Figure 1. M2 wires.
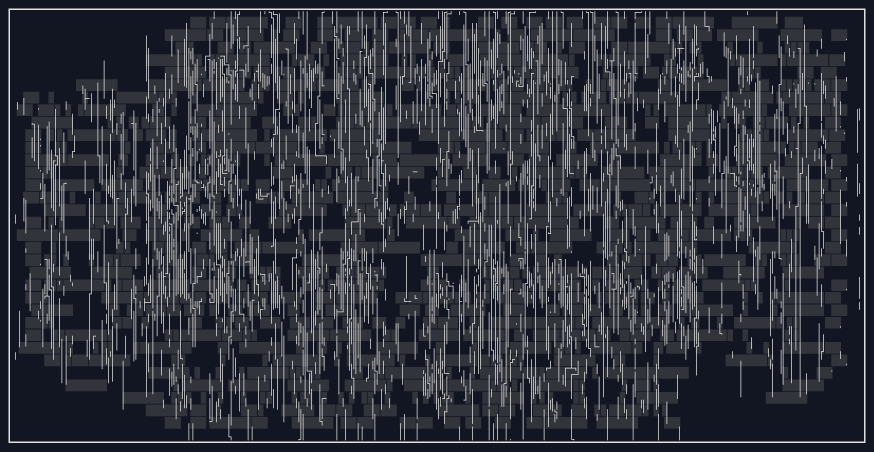
Figure 2. Cell outlines without signal wires.
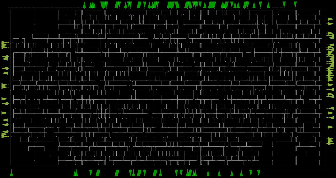
<file path="src/rtl/seq_mul_shift_add.sv">
// seq_mul_shift_add -- multi-cycle shift-add multiplier for the ALU datapath.
//
// Computes a WIDTH x WIDTH -> 2*WIDTH product with one partial-product add
// per cycle. Latency is fixed at WIDTH iterations plus the DONE cycle,
// whatever the operand values are.
//
// Ports:
//   clk        in   system clock, rising edge
//   rst_n      in   asynchronous active-low reset
//   start      in   request, sampled only in IDLE or DONE
//   a          in   [WIDTH-1:0]   multiplicand, captured on accepted start
//   b          in   [WIDTH-1:0]   multiplier, captured on accepted start
//   is_signed  in   two's-complement select (used only with SEQ_MUL_SIGNED_EN)
//   busy       out  high while iterating (RUN)
//   done       out  one-cycle pulse when product is updated
//   product    out  [2*WIDTH-1:0] result, held until the next result is written
//
// Build option: define SEQ_MUL_SIGNED_EN to compile in signed mode
// (magnitudes at capture, negate on completion when the operand signs differ).
// Without it, is_signed is ignored and no sign/negate logic exists.
module seq_mul_shift_add #(
  parameter int WIDTH = 32
) (
  input  logic                 clk,
  input  logic                 rst_n,
  input  logic                 start,
  input  logic [WIDTH-1:0]     a,
  input  logic [WIDTH-1:0]     b,
  input  logic                 is_signed,
  output logic                 busy,
  output logic                 done,
  output logic [2*WIDTH-1:0]   product
);

  localparam int CW = (WIDTH > 1) ? $clog2(WIDTH) : 1;

  typedef enum logic [1:0] {IDLE, RUN, DONE} state_t;

  state_t               state;
  logic [2*WIDTH-1:0]   acc;     // {upper, lower}; lower holds remaining multiplier bits
  logic [WIDTH-1:0]     mcand;
  logic [CW-1:0]        cnt;

  logic                 accept;
  logic [WIDTH:0]       sum;     // one extra bit so the carry of the add survives the shift
  logic [WIDTH-1:0]     a_mag;
  logic [WIDTH-1:0]     b_mag;
  logic [2*WIDTH-1:0]   result;

  assign accept = start && ((state == IDLE) || (state == DONE));

  always_comb begin
    sum = {1'b0, acc[2*WIDTH-1:WIDTH]} + (acc[0] ? {1'b0, mcand} : {(WIDTH+1){1'b0}});
  end

`ifdef SEQ_MUL_SIGNED_EN
  logic neg;      // captured: final result must be negated
  logic neg_in;

  // -2^(WIDTH-1) negates to itself, which read as unsigned is the correct magnitude.
  always_comb begin
    a_mag  = (is_signed && a[WIDTH-1]) ? -a : a;
    b_mag  = (is_signed && b[WIDTH-1]) ? -b : b;
    neg_in = is_signed && (a[WIDTH-1] ^ b[WIDTH-1]);
    result = neg ? -acc : acc;
  end
`else
  logic unused_is_signed;

  assign unused_is_signed = is_signed;
  assign a_mag  = a;
  assign b_mag  = b;
  assign result = acc;
`endif

  always_ff @(posedge clk or negedge rst_n) begin
    if (!rst_n) begin
      state   <= IDLE;
      acc     <= '0;
      mcand   <= '0;
      cnt     <= '0;
      busy    <= 1'b0;
      done    <= 1'b0;
      product <= '0;
`ifdef SEQ_MUL_SIGNED_EN
      neg     <= 1'b0;
`endif
    end else begin
      done <= 1'b0;

      case (state)
        RUN: begin
          // Add (if the current multiplier bit is set), then shift the
          // whole {carry, upper, lower} right by one.
          acc <= {sum, acc[WIDTH-1:1]};
          cnt <= cnt + 1'b1;
          if (cnt == CW'(WIDTH - 1)) begin
            state <= DONE;
            busy  <= 1'b0;
          end
        end
        DONE: begin
          product <= result;
          done    <= 1'b1;
        end
        default: ;
      endcase

      // A start in DONE overrides the return to IDLE (back-to-back issue).
      if (accept) begin
        mcand <= a_mag;
        acc   <= {{WIDTH{1'b0}}, b_mag};
        cnt   <= '0;
        state <= RUN;
        busy  <= 1'b1;
`ifdef SEQ_MUL_SIGNED_EN
        neg   <= neg_in;
`endif
      end else if (state == DONE) begin
        state <= IDLE;
      end
    end
  end

endmodule

</file>
<file path="config.mk">
export PLATFORM = sky130hd
export DESIGN_NAME = seq_mul_shift_add
export DESIGN_NICKNAME = d
export VERILOG_FILES = /design/src/rtl/seq_mul_shift_add.sv
export SDC_FILE = /design/constraint.sdc
export NUM_CORES = 1
export LEC_CHECK = 0
export ABC_AREA = 0
export CAP_MARGIN = 40
export CORE_ASPECT_RATIO = 0.5
export CORE_UTILIZATION = 50
export DETAILED_ROUTE_END_ITERATION = 10
export PLACE_DENSITY = 0.75
export SYNTH_ARGS = -nofsm -noshare
export SYNTH_HDL_FRONTEND = slang
export SYNTH_SLANG_ARGS = --single-unit
</file>
<file path="constraint.sdc">
create_clock -name clk -period 5.64 [get_ports clk]
set_input_delay 0.846 -clock clk [delete_from_list [all_inputs] [get_ports clk]]
set_output_delay 0.846 -clock clk [all_outputs]
set_load 0.05 [all_outputs]
</file>
==> results_dict.tcl <==
# yosys + openroad results
set metrics [dict create \
    yosys_cells 985 \
    drtIter0Drc 423 \
    syn_area_mm2 0.00844 \
    dieHeight_um 93.8 \
    grt_pass1_wl_um 33900 \
    ys.flops 169 \
    num_antenna_cells 0 \
    regArea_mm2 0.00423 \
    drt-pass1-iter-count 5 \
    path_clk_slew_ps 80 \
    critPathMaxFanout 8 \
    synth_cell_type_count 57 \
    final_cells 1334 \
    arrival_ps 3500 \
    power.density_mw_per_mm2 676 \
    crit_required_ps 5920 \
    yosysWarnings 0 \
    relSlewSlack_pct 48.4 \
    final_nets 1197 \
    setup.worst_path.class "flip-flop to flip-flop" \
    hold_ws_ps 231 \
    worstSetupStartpointType "flip-flop" \
    post-route-period-util_pct 57.1 \
    worstSkewPairLatency_ps 430 \
    finalWirelength_um 20500 \
    grt_overflow_total 0 \
    synth_chip_area_mm2 0.00844 \
    area_growth_pct 25.7 \
    syn_area_per_cell_um2 8.56 \
    status "finished, final reports clean" \
    fin_setup_tns_ps 0 \
    grt_usage_pct 24.7 \
    clockRootBuffer "clkbuf_16" \
    p_leak_nw 5.05 \
    clock-sinks 169 \
    yosys-top-cells-area "dfrtp_1, nand2_1, ha_1" \
    fp_nets 1088 \
    h-tree-depth 4 \
]
-- Figure 1 (at the start) --
The longest straight run is 48.6 µm. The wires run mostly vertical.

-- Figure 2 (at the start) --
Filler cells: 1,426
Flops: 169
fraction of area in registers: 39.9%
Site Rows: 33
n_taps: 227

## cells by family (layout without fill, tap and decap cells)
family,Yosys count,count (layout),synth area share (%)
and+or+nand+nor,524,524,25.8
xor gates and xnor gates,27,27,2.80
buffers and inverters,60,182,2.80
DFF,169,169,50.1
adders and majority gates,35,35,5.28
AOI/OAI and AO/OA,170,170,13.1
## where the power goes
part	internal (W)	switching [W]	total [W]
clock network	0.000603	0.000582	0.00119
logic	0.00141	0.00238	0.00380
registers	0.00180	0.000388	0.00219
## worst max-delay path, cell delays in order, from the launching register on
cell and delay, ps:
dfrtp_1 530, and2_1 220, ha_1 200, fa_1 420, a21o_1 240, a211oi_2 300
o211a_1 230, o21ai_1 100, a211o_2 380, a21oi_4 220, nand3b_1 140, a22oi_1 90
## metal layers
metal | routed length, µm | track usage [%] | up-vias | part of all wire, %
li1 | - | - | 3493 | -
met1 | 10400 | 36.6 | 3457 | 51
met4 | 216 | 6.76 | 0 | 1.1
met5 | 0 | 0 | - | 0
met3 | 893 | 3.64 | 17 | 4.4
met2 | 9030 | 37.8 | 180 | 44
## worst paths after layout
check	from	end	slack, ps	depth (start not counted)
setup / recovery	acc[0]	acc[63]	2420	11
hold reg to reg	mcand[17]	mcand[17]	470	2
hold / removal	rst_n	product[21]	230	1
min in group clk	mcand[17]	mcand[17]	470	2
setup reg to reg	acc[0]	acc[63]	2420	11
max in group asynchronous	rst_n	product[9]	4220	3
## cell usage in the layout (no fill, tap or decap), types with 14 or more instances in the layout
cell type          n
a21oi_1           36
a22oi_1           17
a31oi_1           19
and2_1            33
clkbuf_16         17
clkdlybuf4s50_1  131
dfrtp_1          169
ha_1              34
nand2_1          403
nor2_1            36
o21ai_0           30
o21ai_1           17
xnor2_1           14
## cell type report
class                   count  share of cell area [%]
well taps                 227                    2.68
multi-input cells         756                    37.7
repair buffers            143                    13.9
flip-flops and latches    169                    39.9
clock inverters            15                    1.62
clock buffers              17                    4.01
inverters                   7                   0.248
## flip-flops by register name, indices dropped and copies added, names as in the netlist
register and count:
acc 64, product 64, mcand 32, cnt 5
state 2, busy 1, done 1
## metrics by stage
stage                     area, µm²  setup WS (ps)  utilization, %
final                         10600           2420            64.5
after global routing          10600           2280            64.5
after CTS                     10600           2460            64.5
after detailed placement      10000           2480            60.9
after global placement         9910           2150            60.3
after floorplan                8440           2970               -
Power and IR drop assume default switching activity.
